$ cat src/rtl/pulse_ctrl_pkg.sv
// Shared types and helpers for the pulse controller result path.
// Source indices, arbiter state encoding and a small bit-count helper.
package pulse_ctrl_pkg;

    localparam int SRC_DDS      = 0;
    localparam int SRC_SPI      = 1;
    localparam int SRC_LOOPBACK = 2;

    typedef enum logic [1:0] {
        IDLE  = 2'd0,
        WRITE = 2'd1,
        GAP   = 2'd2
    } arb_state_t;

    function automatic int unsigned count_ones(input logic [31:0] vec);
        int unsigned total;
        total = 32'd0;
        for (int i = 0; i < 32; i++) begin
            total = total + {31'd0, vec[i]};
        end
        return total;
    endfunction

endpackage

$ cat src/rtl/result_src_queue.sv
// Single-source circular queue feeding the result write arbiter.
// A push into a full queue is still taken when the same edge pops it.
module result_src_queue #(
    parameter int DATA_WIDTH = 32,
    parameter int DEPTH      = 4
) (
    input  logic                  clock,
    input  logic                  reset,
    input  logic                  push,
    input  logic                  pop,
    input  logic [DATA_WIDTH-1:0] din,
    output logic [DATA_WIDTH-1:0] dout,
    output logic                  empty,
    output logic                  full
);

    localparam int PTR_W = (DEPTH > 1) ? $clog2(DEPTH) : 1;

    logic [DATA_WIDTH-1:0] mem_r [DEPTH];
    logic [PTR_W-1:0]      wr_ptr_r;
    logic [PTR_W-1:0]      rd_ptr_r;
    logic [PTR_W:0]        count_r;
    logic                  pop_ok_s;
    logic                  push_ok_s;

    assign pop_ok_s  = pop && (count_r != '0);
    assign push_ok_s = push && (!full || pop_ok_s);
    assign empty     = (count_r == '0);
    assign full      = (count_r == (PTR_W + 1)'(DEPTH));
    assign dout      = mem_r[rd_ptr_r];

    // Pointer and occupancy bookkeeping; pointers wrap on their own width.
    always_ff @(posedge clock or posedge reset) begin
        if (reset) begin
            wr_ptr_r <= '0;
            rd_ptr_r <= '0;
            count_r  <= '0;
        end else begin
            if (push_ok_s) begin
                wr_ptr_r <= wr_ptr_r + 1'b1;
            end
            if (pop_ok_s) begin
                rd_ptr_r <= rd_ptr_r + 1'b1;
            end
            case ({push_ok_s, pop_ok_s})
                2'b10:   count_r <= count_r + 1'b1;
                2'b01:   count_r <= count_r - 1'b1;
                default: count_r <= count_r;
            endcase
        end
    end

    // Storage array; contents need no reset since occupancy gates reads.
    always_ff @(posedge clock) begin
        if (push_ok_s) begin
            mem_r[wr_ptr_r] <= din;
        end
    end

endmodule

$ cat src/rtl/result_write_arbiter.sv
// Round-robin arbiter sharing the result-FIFO write port between per-source
// queues, with a minimum write gap, full backpressure and drop accounting.
module result_write_arbiter
    import pulse_ctrl_pkg::*;
#(
    parameter int N_SRC      = 3,
    parameter int DATA_WIDTH = 32,
    parameter int DEPTH      = 4,
    parameter int GAP        = 1,
    parameter int CNT_WIDTH  = 16
) (
    input  logic                          clock,
    input  logic                          reset,
    input  logic [N_SRC*DATA_WIDTH-1:0]   src_data,
    input  logic [N_SRC-1:0]              src_wr_req,
    input  logic                          rFIFO_full,
    input  logic                          clear_overflow,
    output logic [DATA_WIDTH-1:0]         rFIFO_data,
    output logic                          rFIFO_WrReq,
    output logic [N_SRC-1:0]              src_overflow,
    output logic [CNT_WIDTH-1:0]          drop_count,
    output logic                          pending,
    output logic [$clog2(N_SRC)-1:0]      last_grant
);

    localparam int LG_W  = (N_SRC > 1) ? $clog2(N_SRC) : 1;
    localparam int GAP_W = (GAP > 1) ? $clog2(GAP) : 1;
    localparam int SUM_W = CNT_WIDTH + LG_W + 1;

    logic [N_SRC-1:0]      empty_s;
    logic [N_SRC-1:0]      full_s;
    logic [N_SRC-1:0]      pop_s;
    logic [N_SRC-1:0]      drop_s;
    logic [DATA_WIDTH-1:0] head_s [N_SRC];

    arb_state_t            state_r;
    logic                  wr_req_r;
    logic [DATA_WIDTH-1:0] data_r;
    logic [LG_W-1:0]       last_grant_r;
    logic [GAP_W-1:0]      gap_cnt_r;
    logic [N_SRC-1:0]      overflow_r;
    logic [CNT_WIDTH-1:0]  drop_count_r;

    logic                  grant_found_s;
    logic [LG_W-1:0]       grant_idx_s;
    logic                  grant_slot_s;
    logic                  grant_en_s;
    int                    scan_idx_s;
    logic [CNT_WIDTH-1:0]  drop_base_s;
    logic [SUM_W-1:0]      drop_sum_s;
    logic [CNT_WIDTH-1:0]  drop_next_s;
    logic [N_SRC-1:0]      overflow_next_s;

    for (genvar g = 0; g < N_SRC; g++) begin : g_queue
        result_src_queue #(
            .DATA_WIDTH (DATA_WIDTH),
            .DEPTH      (DEPTH)
        ) u_queue (
            .clock (clock),
            .reset (reset),
            .push  (src_wr_req[g]),
            .pop   (pop_s[g]),
            .din   (src_data[g*DATA_WIDTH +: DATA_WIDTH]),
            .dout  (head_s[g]),
            .empty (empty_s[g]),
            .full  (full_s[g])
        );
    end

    assign drop_s = src_wr_req & full_s & ~pop_s;

    // Round-robin pick: first non-empty queue after the last one written.
    always_comb begin
        grant_found_s = 1'b0;
        grant_idx_s   = '0;
        scan_idx_s    = 0;
        for (int k = 1; k <= N_SRC; k++) begin
            scan_idx_s = (int'(last_grant_r) + k) % N_SRC;
            if (!grant_found_s && !empty_s[scan_idx_s]) begin
                grant_found_s = 1'b1;
                grant_idx_s   = LG_W'(scan_idx_s);
            end else begin
                grant_found_s = grant_found_s;
            end
        end
    end

    // The last GAP cycle doubles as IDLE so exactly GAP idle cycles separate writes.
    always_comb begin
        case (state_r)
            IDLE:                 grant_slot_s = 1'b1;
            WRITE:                grant_slot_s = (GAP == 0);
            pulse_ctrl_pkg::GAP:  grant_slot_s = (gap_cnt_r == '0);
            default:              grant_slot_s = 1'b0;
        endcase
        grant_en_s = grant_slot_s && grant_found_s && !rFIFO_full;
        for (int i = 0; i < N_SRC; i++) begin
            pop_s[i] = grant_en_s && (grant_idx_s == LG_W'(i));
        end
    end

    // Drop accounting: a drop in the clearing cycle survives the clear.
    always_comb begin
        drop_base_s     = clear_overflow ? '0 : drop_count_r;
        overflow_next_s = clear_overflow ? drop_s : (overflow_r | drop_s);
        drop_sum_s      = SUM_W'(drop_base_s) + SUM_W'(count_ones(32'(drop_s)));
        if (drop_sum_s > SUM_W'({CNT_WIDTH{1'b1}})) begin
            drop_next_s = '1;
        end else begin
            drop_next_s = drop_sum_s[CNT_WIDTH-1:0];
        end
    end

    // Arbiter FSM with registered write port.
    always_ff @(posedge clock or posedge reset) begin
        if (reset) begin
            state_r      <= IDLE;
            wr_req_r     <= 1'b0;
            data_r       <= '0;
            last_grant_r <= LG_W'(N_SRC - 1);
            gap_cnt_r    <= '0;
        end else if (grant_en_s) begin
            state_r      <= WRITE;
            wr_req_r     <= 1'b1;
            data_r       <= head_s[grant_idx_s];
            last_grant_r <= grant_idx_s;
            gap_cnt_r    <= '0;
        end else begin
            wr_req_r <= 1'b0;
            data_r   <= '0;
            case (state_r)
                IDLE: begin
                    state_r <= IDLE;
                end
                WRITE: begin
                    if (GAP > 0) begin
                        state_r   <= pulse_ctrl_pkg::GAP;
                        gap_cnt_r <= GAP_W'(GAP - 1);
                    end else begin
                        state_r <= IDLE;
                    end
                end
                pulse_ctrl_pkg::GAP: begin
                    if (gap_cnt_r == '0) begin
                        state_r <= IDLE;
                    end else begin
                        gap_cnt_r <= gap_cnt_r - 1'b1;
                    end
                end
                default: begin
                    state_r <= IDLE;
                end
            endcase
        end
    end

    // Sticky overflow flags and saturating drop counter.
    always_ff @(posedge clock or posedge reset) begin
        if (reset) begin
            overflow_r   <= '0;
            drop_count_r <= '0;
        end else begin
            overflow_r   <= overflow_next_s;
            drop_count_r <= drop_next_s;
        end
    end

    assign rFIFO_WrReq  = wr_req_r;
    assign rFIFO_data   = data_r;
    assign src_overflow = overflow_r;
    assign drop_count   = drop_count_r;
    assign last_grant   = last_grant_r;
    assign pending      = (~empty_s != '0) || (state_r != IDLE);

endmodule

$ cat config.mk
export PLATFORM = sky130hd
export DESIGN_NAME = result_write_arbiter
export DESIGN_NICKNAME = d
export VERILOG_FILES = /design/src/rtl/pulse_ctrl_pkg.sv /design/src/rtl/result_src_queue.sv /design/src/rtl/result_write_arbiter.sv
export SDC_FILE = /design/constraint.sdc
export NUM_CORES = 1
export LEC_CHECK = 0
export CELL_PAD_IN_SITES_DETAIL_PLACEMENT = 0
export CELL_PAD_IN_SITES_GLOBAL_PLACEMENT = 2
export CORE_MARGIN = 2
export CORE_UTILIZATION = 45
export CTS_CLUSTER_SIZE = 24
export DETAILED_ROUTE_END_ITERATION = 10
export HOLD_SLACK_MARGIN = 0.02
export PLACE_DENSITY = 0.81
export SYNTH_ARGS = -nofsm -noshare
export SYNTH_HDL_FRONTEND = slang
export SYNTH_SLANG_ARGS = --single-unit
export TNS_END_PERCENT = 1
$ cat constraint.sdc
create_clock -name clock -period 11.6 [get_ports clock]
set_clock_uncertainty 0.15 [all_clocks]
set_input_delay 1.16 -clock clock [delete_from_list [all_inputs] [get_ports clock]]
set_output_delay 1.16 -clock clock [all_outputs]
set_load 0.1 [all_outputs]
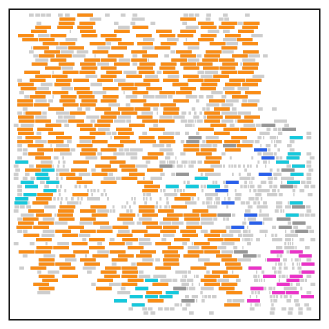
Fig. 1. Sequential cells grouped by signal name (run 1).
(1.5 px per micron) Other sequential cells in the stronger grey, the rest of the logic in the fainter grey.
g_queue.u_queue.count_r: marked blue, placed flops 9, where right middle. g_queue.u_queue.mem_r: marked orange, placed flops 384, where all over the die. drop_count: marked magenta, placed flops 16, where bottom right. rFIFO_data: marked cyan, placed flops 32.
Another 19 sequential cells are not coloured.

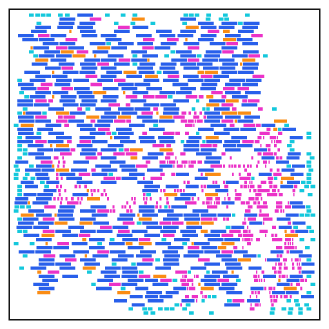
Fig. 2. Placement by cell class (run 1).
(1.5 px per micron)
all other logic: marked magenta, cells 449. clock drivers and dummy loads: marked orange, cells 86. flip-flops: marked blue, cells 460. other buffers and delay cells: marked cyan, cells 174.

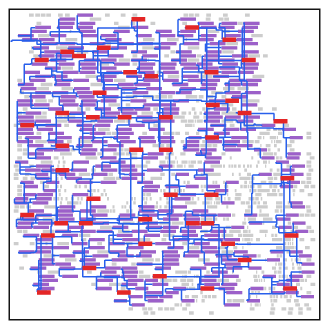
Fig. 3. Clock wires, drivers and flops (run 1).
(1.5 px per micron)
clock wires: marked blue, length 5360 microns. flip-flops: marked purple, count 460. cells driving clock nets: marked red, count 47.
Position of the flops: all over the die. There are 48 routed clock nets.

==> results.json, run 1 <==
{
  "cts_buffers": 47,
  "cts_resized": 0,
  "yosysTopAreaCell": "edfxtp_1",
  "use_met3_pct": 3.926,
  "lay_top_cells": "edfxtp_1, clkdlybuf4s50_1, mux4_2, dfrtp_1, clkbuf_16",
  "yosys-stat-area_sq_mm": 0.01838,
  "outcome": "complete, no violations",
  "hpwl_microns": 24750,
  "ys_warn_count": 0,
  "initCoreUtil_pct": 45.31,
  "edf_count": 384,
  "ys_top_cells_by_area": "edfxtp_1, mux4_2, dfrtp_1, mux2i_1, ha_1",
  "antenna_cells": 0,
  "min-delay-start": "state_r[1]",
  "slowest_stage": "nor4b_1",
  "grt_pass1_wl_microns": 57700,
  "critPathCapture": "drop_count[0]",
  "rsz0062_at_grt": "false",
  "final_layout_size_suffix_gt1_share_pct": 18.48,
  "critPathTopFamily": "simple AND/OR/NAND/NOR gates",
  "drt_iter0_drc": 664,
  "combPwrFrac_pct": 36.4,
  "die_w_microns": 206.1,
  "warnings": 37,
  "sh_seq_area_pct": 60.92,
  "cp.arrival_ns": 6.44,
  "synth.avg_cell_area_sq_um": 19.22,
  "wl_met2_microns": 19740,
  "hold_viol_final": 0,
  "fin_util_pct": 54.41,
  "powerSeq_mw": 2.36,
  "dr_wl_met3_microns": 1672,
  "ys_sh_xor_pct": 1.430,
  "nWellTaps": 532,
  "ys_seq_share_pct": 73.11,
  "maxSlewViolCount": 0,
  "finalPower_mw": 5.960,
  "buffers": 174,
  "drc": 0,
  "ys_cells": 956
}
==> run 2, diff against run 1 <==
- CORE_UTILIZATION: 45 -> 40
- PLACE_DENSITY: 0.81 -> 0.76
- clock period: 11.6 -> 5 ns (I/O delays scaled with it)
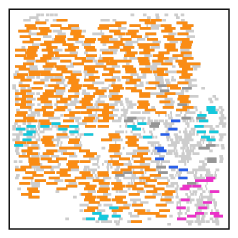
Fig. 4. Sequential cells grouped by signal name (run 2).
(1 px per micron) Other sequential cells in the stronger grey, the rest of the logic in the fainter grey.
rFIFO_data: marked cyan, placed flops 32. drop_count: marked magenta, placed flops 16, where bottom right. g_queue.u_queue.mem_r: marked orange, placed flops 384, where all over the die. g_queue.u_queue.count_r: marked blue, placed flops 9.
Another 19 sequential cells are not coloured.

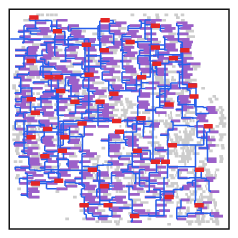
Fig. 5. Clock wires, drivers and flops (run 2).
(1 px per micron)
clock wires: marked blue, length 5580 microns. cells driving clock nets: marked red, count 49. flip-flops: marked purple, count 460.
There are 50 routed clock nets. Position of the flops: all over the die.

==> run 2 against run 1 <==
Sequential share of layout area decreased by 0.99 points; critical endpoint is now drop_count[15]; sequential power rose by 140%; combinational power is 130% higher; non-clock buffer count increased by 21; power rose by 140%; highest routed layer unchanged.
==> results.json, run 2 <==
{
  "maxSlewViolCount": 0,
  "yosysTopAreaCell": "edfxtp_1",
  "top_cell": "edfxtp_1",
  "max-slew-margin-rel_pct": 33.60,
  "hold_viol_final": 0,
  "final_layout_size_suffix_gt1_share_pct": 20.65,
  "drt_iter0_drc": 559,
  "finalNetCount": 1283,
  "drc": 0,
  "yosys-stat-area_sq_mm": 0.01838,
  "grt_pass1_wl_microns": 59300,
  "warnings": 38,
  "ys_cells": 956,
  "buffers": 195,
  "cts.sinks": 460,
  "fin_util_pct": 49.44,
  "wl_met2_microns": 20400,
  "vdd_drop_max_uv": 614.5,
  "path_max_fanout": 9,
  "ys_sh_xor_pct": 1.430,
  "cts_resized": 0,
  "ys_types": 65,
  "use_met3_pct": 3.243,
  "finalPower_mw": 14.12,
  "synth.avg_cell_area_sq_um": 19.22,
  "lay_top_cells": "edfxtp_1, clkdlybuf4s50_1, mux4_2, dfrtp_1, clkbuf_16",
  "inv_count": 34,
  "ys_seq_share_pct": 73.11,
  "outcome": "complete, no violations",
  "cts_buffers": 49,
  "critPathCapture": "drop_count[15]",
  "ys_top_cells_by_area": "edfxtp_1, mux4_2, dfrtp_1, mux2i_1, ha_1",
  "dr_wl_met3_microns": 1775,
  "num_io_pins": 158,
  "cp.arrival_ns": 5.00,
  "root_buffer": "clkbuf_16",
  "sh_seq_area_pct": 59.93,
  "ys_warn_count": 0,
  "die_w_microns": 218.3,
  "rsz0062_at_grt": "false",
  "pg_clk_mw": 3.42,
  "edf_count": 384,
  "hpwl_microns": 26050,
  "powerSeq_mw": 5.64
}
Power figures rest on the tool's default switching activity, not on a simulated workload.
